m1.png
Supply wires on this layer in grey.
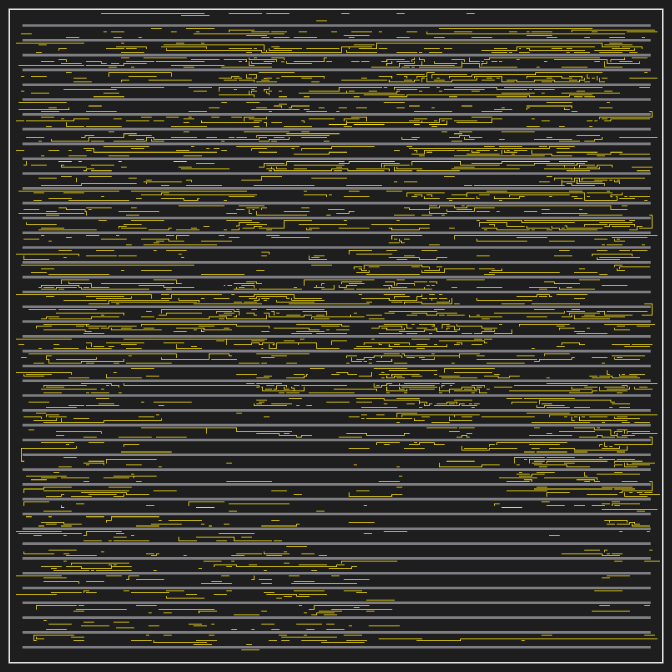
congestion_map.png
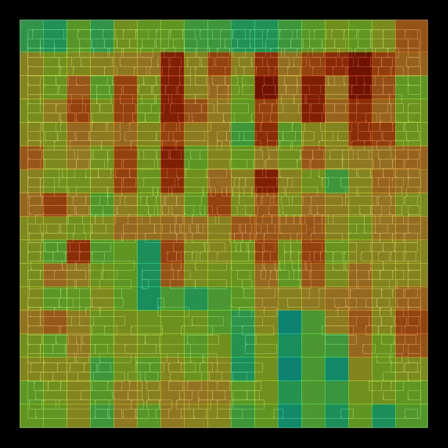
### src/rtl/fic_apb_splitter.sv
// fic_apb_splitter: one APB requester fanned out to NUM_SLAVES APB completers.
// The slot is decoded from M_PADDR[SLOT_LSB +: SLOT_BITS], and the transfer is
// re-launched to that completer as a fresh SETUP/ACCESS pair. A completer that
// holds PREADY low for TIMEOUT_CYCLES ACCESS cycles is abandoned with an error.
//
// Ports
//   FIC_0_CLK, FAB_RESET_N              clock, async active-low reset
//   M_PADDR/M_PSEL/M_PENABLE/M_PWRITE/M_PWDATA   requester request (inputs)
//   M_PRDATA/M_PREADY/M_PSLVERR          requester response (registered)
//   S_PADDR/S_PSEL/S_PENABLE/S_PWRITE/S_PWDATA   completer request (registered)
//   S_PRDATA/S_PREADY/S_PSLVERR          completer response (inputs)
//   TIMEOUT_PULSE                        one-cycle flag on a forced timeout
module fic_apb_splitter #(
  parameter int unsigned NUM_SLAVES     = 4,
  parameter int unsigned DATA_WIDTH     = 32,
  parameter int unsigned SLOT_LSB       = 12,
  parameter int unsigned SLOT_BITS      = 4,
  parameter int unsigned TIMEOUT_CYCLES = 256
) (
  input  logic                             FIC_0_CLK,
  input  logic                             FAB_RESET_N,
  input  logic [31:0]                      M_PADDR,
  input  logic                             M_PSEL,
  input  logic                             M_PENABLE,
  input  logic                             M_PWRITE,
  input  logic [DATA_WIDTH-1:0]            M_PWDATA,
  output logic [DATA_WIDTH-1:0]            M_PRDATA,
  output logic                             M_PREADY,
  output logic                             M_PSLVERR,
  output logic [31:0]                      S_PADDR,
  output logic [NUM_SLAVES-1:0]            S_PSEL,
  output logic                             S_PENABLE,
  output logic                             S_PWRITE,
  output logic [DATA_WIDTH-1:0]            S_PWDATA,
  input  logic [NUM_SLAVES*DATA_WIDTH-1:0] S_PRDATA,
  input  logic [NUM_SLAVES-1:0]            S_PREADY,
  input  logic [NUM_SLAVES-1:0]            S_PSLVERR,
  output logic                             TIMEOUT_PULSE
);

  localparam int unsigned CNT_W  = 16;
  localparam int unsigned ADDR_W = 32;

  typedef enum logic [1:0] {
    ST_IDLE,
    ST_SETUP,
    ST_ACCESS,
    ST_RESP
  } state_e;

  state_e                  state_q, state_d;
  logic [CNT_W-1:0]        cnt_q, cnt_d;
  logic [DATA_WIDTH-1:0]   m_prdata_q, m_prdata_d;
  logic                    m_pready_q, m_pready_d;
  logic                    m_pslverr_q, m_pslverr_d;
  logic [ADDR_W-1:0]       s_paddr_q, s_paddr_d;
  logic [NUM_SLAVES-1:0]   s_psel_q, s_psel_d;
  logic                    s_penable_q, s_penable_d;
  logic                    s_pwrite_q, s_pwrite_d;
  logic [DATA_WIDTH-1:0]   s_pwdata_q, s_pwdata_d;
  logic                    timeout_pulse_q, timeout_pulse_d;

  logic [SLOT_BITS-1:0]    slot;
  logic                    slot_ok;
  logic [NUM_SLAVES-1:0]   dec_onehot;
  logic [DATA_WIDTH-1:0]   sel_rdata;
  logic                    sel_ready;
  logic                    sel_err;

  // Slot decode straight from the requester address (used only in IDLE)
  assign slot    = M_PADDR[SLOT_LSB +: SLOT_BITS];
  assign slot_ok = (32'(slot) < NUM_SLAVES);

  always_comb begin
    dec_onehot = '0;
    for (int unsigned k = 0; k < NUM_SLAVES; k++) begin
      if (32'(slot) == k) dec_onehot[k] = 1'b1;
    end
  end

  // Response of the selected completer; the registered one-hot select masks
  // out every other slot so their PREADY/PSLVERR/PRDATA have no effect.
  always_comb begin
    sel_rdata = '0;
    for (int unsigned k = 0; k < NUM_SLAVES; k++) begin
      if (s_psel_q[k]) sel_rdata = sel_rdata | S_PRDATA[k*DATA_WIDTH +: DATA_WIDTH];
    end
  end

  assign sel_ready = |(S_PREADY & s_psel_q);
  assign sel_err   = |(S_PSLVERR & s_psel_q);

  // Next-state and next-output logic
  always_comb begin
    state_d         = state_q;
    cnt_d           = cnt_q;
    m_prdata_d      = m_prdata_q;
    m_pslverr_d     = m_pslverr_q;
    s_paddr_d       = s_paddr_q;
    s_psel_d        = s_psel_q;
    s_pwrite_d      = s_pwrite_q;
    s_pwdata_d      = s_pwdata_q;
    timeout_pulse_d = 1'b0;

    case (state_q)
      ST_IDLE: begin
        cnt_d = '0;
        if (M_PSEL && !M_PENABLE) begin
          s_paddr_d  = M_PADDR;
          s_pwrite_d = M_PWRITE;
          s_pwdata_d = M_PWDATA;
          if (slot_ok) begin
            state_d  = ST_SETUP;
            s_psel_d = dec_onehot;
          end else begin
            // Unmapped slot: answer directly, no completer is touched
            state_d     = ST_RESP;
            m_prdata_d  = '0;
            m_pslverr_d = 1'b1;
          end
        end
      end

      ST_SETUP: begin
        state_d = ST_ACCESS;
      end

      ST_ACCESS: begin
        // Ready wins over timeout when both land on the same cycle
        if (sel_ready) begin
          state_d     = ST_RESP;
          s_psel_d    = '0;
          cnt_d       = '0;
          m_prdata_d  = s_pwrite_q ? '0 : sel_rdata;
          m_pslverr_d = sel_err;
        end else if (cnt_q == CNT_W'(TIMEOUT_CYCLES - 1)) begin
          state_d         = ST_RESP;
          s_psel_d        = '0;
          cnt_d           = '0;
          m_prdata_d      = '0;
          m_pslverr_d     = 1'b1;
          timeout_pulse_d = 1'b1;
        end else begin
          cnt_d = cnt_q + CNT_W'(1);
        end
      end

      ST_RESP: begin
        state_d = ST_IDLE;
        cnt_d   = '0;
      end

      default: begin
        state_d  = ST_IDLE;
        s_psel_d = '0;
        cnt_d    = '0;
      end
    endcase

    s_penable_d = (state_d == ST_ACCESS);
    m_pready_d  = (state_d == ST_RESP);
  end

  // State and output registers
  always_ff @(posedge FIC_0_CLK or negedge FAB_RESET_N) begin
    if (!FAB_RESET_N) begin
      state_q         <= ST_IDLE;
      cnt_q           <= '0;
      m_prdata_q      <= '0;
      m_pready_q      <= 1'b0;
      m_pslverr_q     <= 1'b0;
      s_paddr_q       <= '0;
      s_psel_q        <= '0;
      s_penable_q     <= 1'b0;
      s_pwrite_q      <= 1'b0;
      s_pwdata_q      <= '0;
      timeout_pulse_q <= 1'b0;
    end else begin
      state_q         <= state_d;
      cnt_q           <= cnt_d;
      m_prdata_q      <= m_prdata_d;
      m_pready_q      <= m_pready_d;
      m_pslverr_q     <= m_pslverr_d;
      s_paddr_q       <= s_paddr_d;
      s_psel_q        <= s_psel_d;
      s_penable_q     <= s_penable_d;
      s_pwrite_q      <= s_pwrite_d;
      s_pwdata_q      <= s_pwdata_d;
      timeout_pulse_q <= timeout_pulse_d;
    end
  end

  assign M_PRDATA      = m_prdata_q;
  assign M_PREADY      = m_pready_q;
  assign M_PSLVERR     = m_pslverr_q;
  assign S_PADDR       = s_paddr_q;
  assign S_PSEL        = s_psel_q;
  assign S_PENABLE     = s_penable_q;
  assign S_PWRITE      = s_pwrite_q;
  assign S_PWDATA      = s_pwdata_q;
  assign TIMEOUT_PULSE = timeout_pulse_q;

endmodule

### config.mk
export PLATFORM = sky130hd
export DESIGN_NAME = fic_apb_splitter
export DESIGN_NICKNAME = d
export VERILOG_FILES = /design/src/rtl/fic_apb_splitter.sv
export SDC_FILE = /design/constraint.sdc
export NUM_CORES = 1
export LEC_CHECK = 0
export CORE_MARGIN = 2
export CORE_UTILIZATION = 42
export DETAILED_ROUTE_END_ITERATION = 8
export PLACE_DENSITY = 0.86
export SYNTH_ARGS = -nofsm -noshare
export SYNTH_HDL_FRONTEND = slang
export SYNTH_SLANG_ARGS = --single-unit
### constraint.sdc
create_clock -name FIC_0_CLK -period 3.44 [get_ports FIC_0_CLK]
set_input_delay 0.688 -clock FIC_0_CLK [delete_from_list [all_inputs] [get_ports FIC_0_CLK]]
set_output_delay 0.688 -clock FIC_0_CLK [all_outputs]
set_load 0.005 [all_outputs]
==> Table 3: Implementation characteristics <==
Physical implementation characteristics

Parameter                              Value

Outcome
  Status .................. completed

Final layout
  Commonest cells after routing, fill and taps aside .................. 308 x sky130_fd_sc_hd__clkdlybuf4s50_1, 123 x sky130_fd_sc_hd__dfrtp_1, 64 x sky130_fd_sc_hd__mux2_2
  Final instance area .................. 9450 sq um

Yosys
  Share of the yosys chip area belonging to registers .................. 54.6%
  Average cell area after synthesis .................. 12.8 sq um
  Yosys stat area .................. 5630 sq um
  Synth async-reset ratio .................. 100%
  Count of state elements after synthesis .................. 123
  Commonest flop .................. sky130_fd_sc_hd__dfrtp_1
  Number of instances in the synthesized netlist .................. 439
  Fraction of post-synthesis cell area in the top cell type by area .................. 54.6%
  Most repeated cell in the gate-level netlist after synthesis .................. sky130_fd_sc_hd__dfrtp_1
  Main area contributors .................. sky130_fd_sc_hd__dfrtp_1 55%, sky130_fd_sc_hd__mux2_2 13%, sky130_fd_sc_hd__a22o_1 5.4%, sky130_fd_sc_hd__a221oi_1 5.1%, sky130_fd_sc_hd__o2bb2ai_1 5.0%
  Mapped cell area .................. 5630 sq um

Timing
  Top achievable clock speed .................. 369 MHz
  Worst-case headroom to the max-slew limit .................. 37.7%
  Slew at the pin closest to its max-slew limit .................. 0.935 ns
  Number of endpoints with negative hold slack in the final report .................. 0
  TNS Setup .................. 0 ns

Critical path
  Max stage delay on crit path .................. 0.95 ns
  Reg2Reg Depth .................. 5
  Slowest cell on the critical path .................. sky130_fd_sc_hd__dfrtp_1
  Maximum fanout along the worst path .................. 25
  Critical register-to-register path endpoint .................. M_PRDATA[12]
  Cell family with the largest share of critical-path delay .................. flip-flops
  Kind of capture point of the worst setup path .................. output pin

GRT
  Antenna violations before repair .................. 1
  Vias in the first global route .................. 5491
  Maximum number of pins on one net before global-route repair .................. 70

Clock tree
  Number of buffers added for setup after CTS .................. 0
  Maximum count of clock buffers along a single path .................. 2
  Clock slew at the register clock pins of the worst setup and hold paths .................. 0.05 ns
  TritonCTS clock tree .................. built
  Cells resized by post-CTS repair .................. 0
  Maximum level of the CTS H-tree .................. 4
  Clock latency on the worst-skew pair .................. 0.41 ns
  Number of clock sinks .................. 123

Power
  Static Leakage .................. 3.82 nW
  Final Power .................. 6.28 mW

Placement
  Cell count after placement .................. 895
  Area after DPL .................. 8850 sq um

Routing
  Detailed router's first-iteration violation count .................. 332
  Post-detailed-route via-to-cell ratio .................. 5.43
  Number of detailed-route iterations in the first pass .................. 4
  Drt drc .................. 0

Die
  Std-Cell Core Area .................. 13200 sq um
  Core Density at Floorplan .................. 42.7%
  Vert. Die Dim .................. 120 um

Worst hold path
  Type of the worst min-delay path .................. in2async
Back to the opening pictures, m1.png:
The longest straight run is 41.4 um. The layer holds 37% of the routed length. 799 nets have wire on it.
drt total wl: 18500 um
grt met1 use: 29.2%
Via Count: 5041

Back to the opening pictures, congestion_map.png:
global-route met2 utilization: 44.4%
Overall Global Routing Usage: 26.2%
fraction of met3 tracks used by global routing: 11.6%

-- per-layer routing --
layer / routed length (um) / part of all wire [%]
met5: 0 / 0
met4: 498 / 2.7
met3: 1870 / 10
met2: 9290 / 50
met1: 6800 / 37
-- worst register-to-register path, cell delays in order, from the launching register on --
cell	delay (ns)
sky130_fd_sc_hd__dfrtp_1	0.95
sky130_fd_sc_hd__a22o_2	0.37
sky130_fd_sc_hd__nor2_2	0.09
sky130_fd_sc_hd__or4b_1	0.49
sky130_fd_sc_hd__buf_4	0.24
sky130_fd_sc_hd__o2bb2ai_1	0.23
-- cell families (layout without fill, tap and decap cells) --
kind of cell	after synthesis	after routing	synth area share, %
xor gates and xnor gates	4	4	0.622
muxes	66	66	13.1
DFF	123	123	54.6
adders and majority gates	4	4	0.889
and+or+nand+nor	65	65	7.20
other	0	1	0
buffers and inverters	46	358	3.86
AOI/OAI and AO/OA	131	131	19.6
-- state kept, by name, summed over array words and instances (netlist names) --
signal	flops
TIMEOUT_PULSE	1
M_PREADY	1
cnt_q	16
S_PENABLE	1
S_PADDR	32
state_q	2
S_PWRITE	1
M_PRDATA	32
S_PSEL	4
S_PWDATA	32
M_PSLVERR	1
-- worst max-delay path by stage --
stage          cells after the start  startpoint      endpoint  slack, ns
2_1_floorplan                      5      M_PSEL    S_PADDR[2]       1.47
3_5_place_dp                       6      M_PSEL  M_PRDATA[27]       0.74
6_report                           1   S_PSEL[0]     S_PSEL[0]       0.73
5_1_grt                            1   S_PSEL[0]     S_PSEL[0]       0.64
3_3_place_gp                       6      M_PSEL  M_PRDATA[30]       0.83
4_1_cts                            1   S_PSEL[0]     S_PSEL[0]       0.73
-- per-stage QoR --
step	util, %	setup slack [ns]	hold slack (ns)
floorplan	-	1.47	0.392
global placement	67.1	0.831	0.472
detailed placement	67.1	0.740	0.472
CTS	71.6	0.730	0.415
global route	71.7	0.641	0.452
finish	71.7	0.731	0.387
-- power by group --
part,internal [mW],switching [mW],leakage (nW)
logic,1.43,0.907,1.96
registers,1.89,0.262,1.57
clock network,1.17,0.620,0.292
total,4.49,1.79,3.82
-- area by class of cell --
cell class,count,area [sq um]
Antenna cell,1,2.50
Clock buffer,20,457
Timing Repair Buffer,317,3180
Clock inverter,12,146
Multi-Input combinational cell,270,2340
Tap cell,176,220
Fill cell,916,3740
Sequential cell,123,3080
Inverter,9,33.8
No activity file was given, so power comes from the tool's default toggle rates.
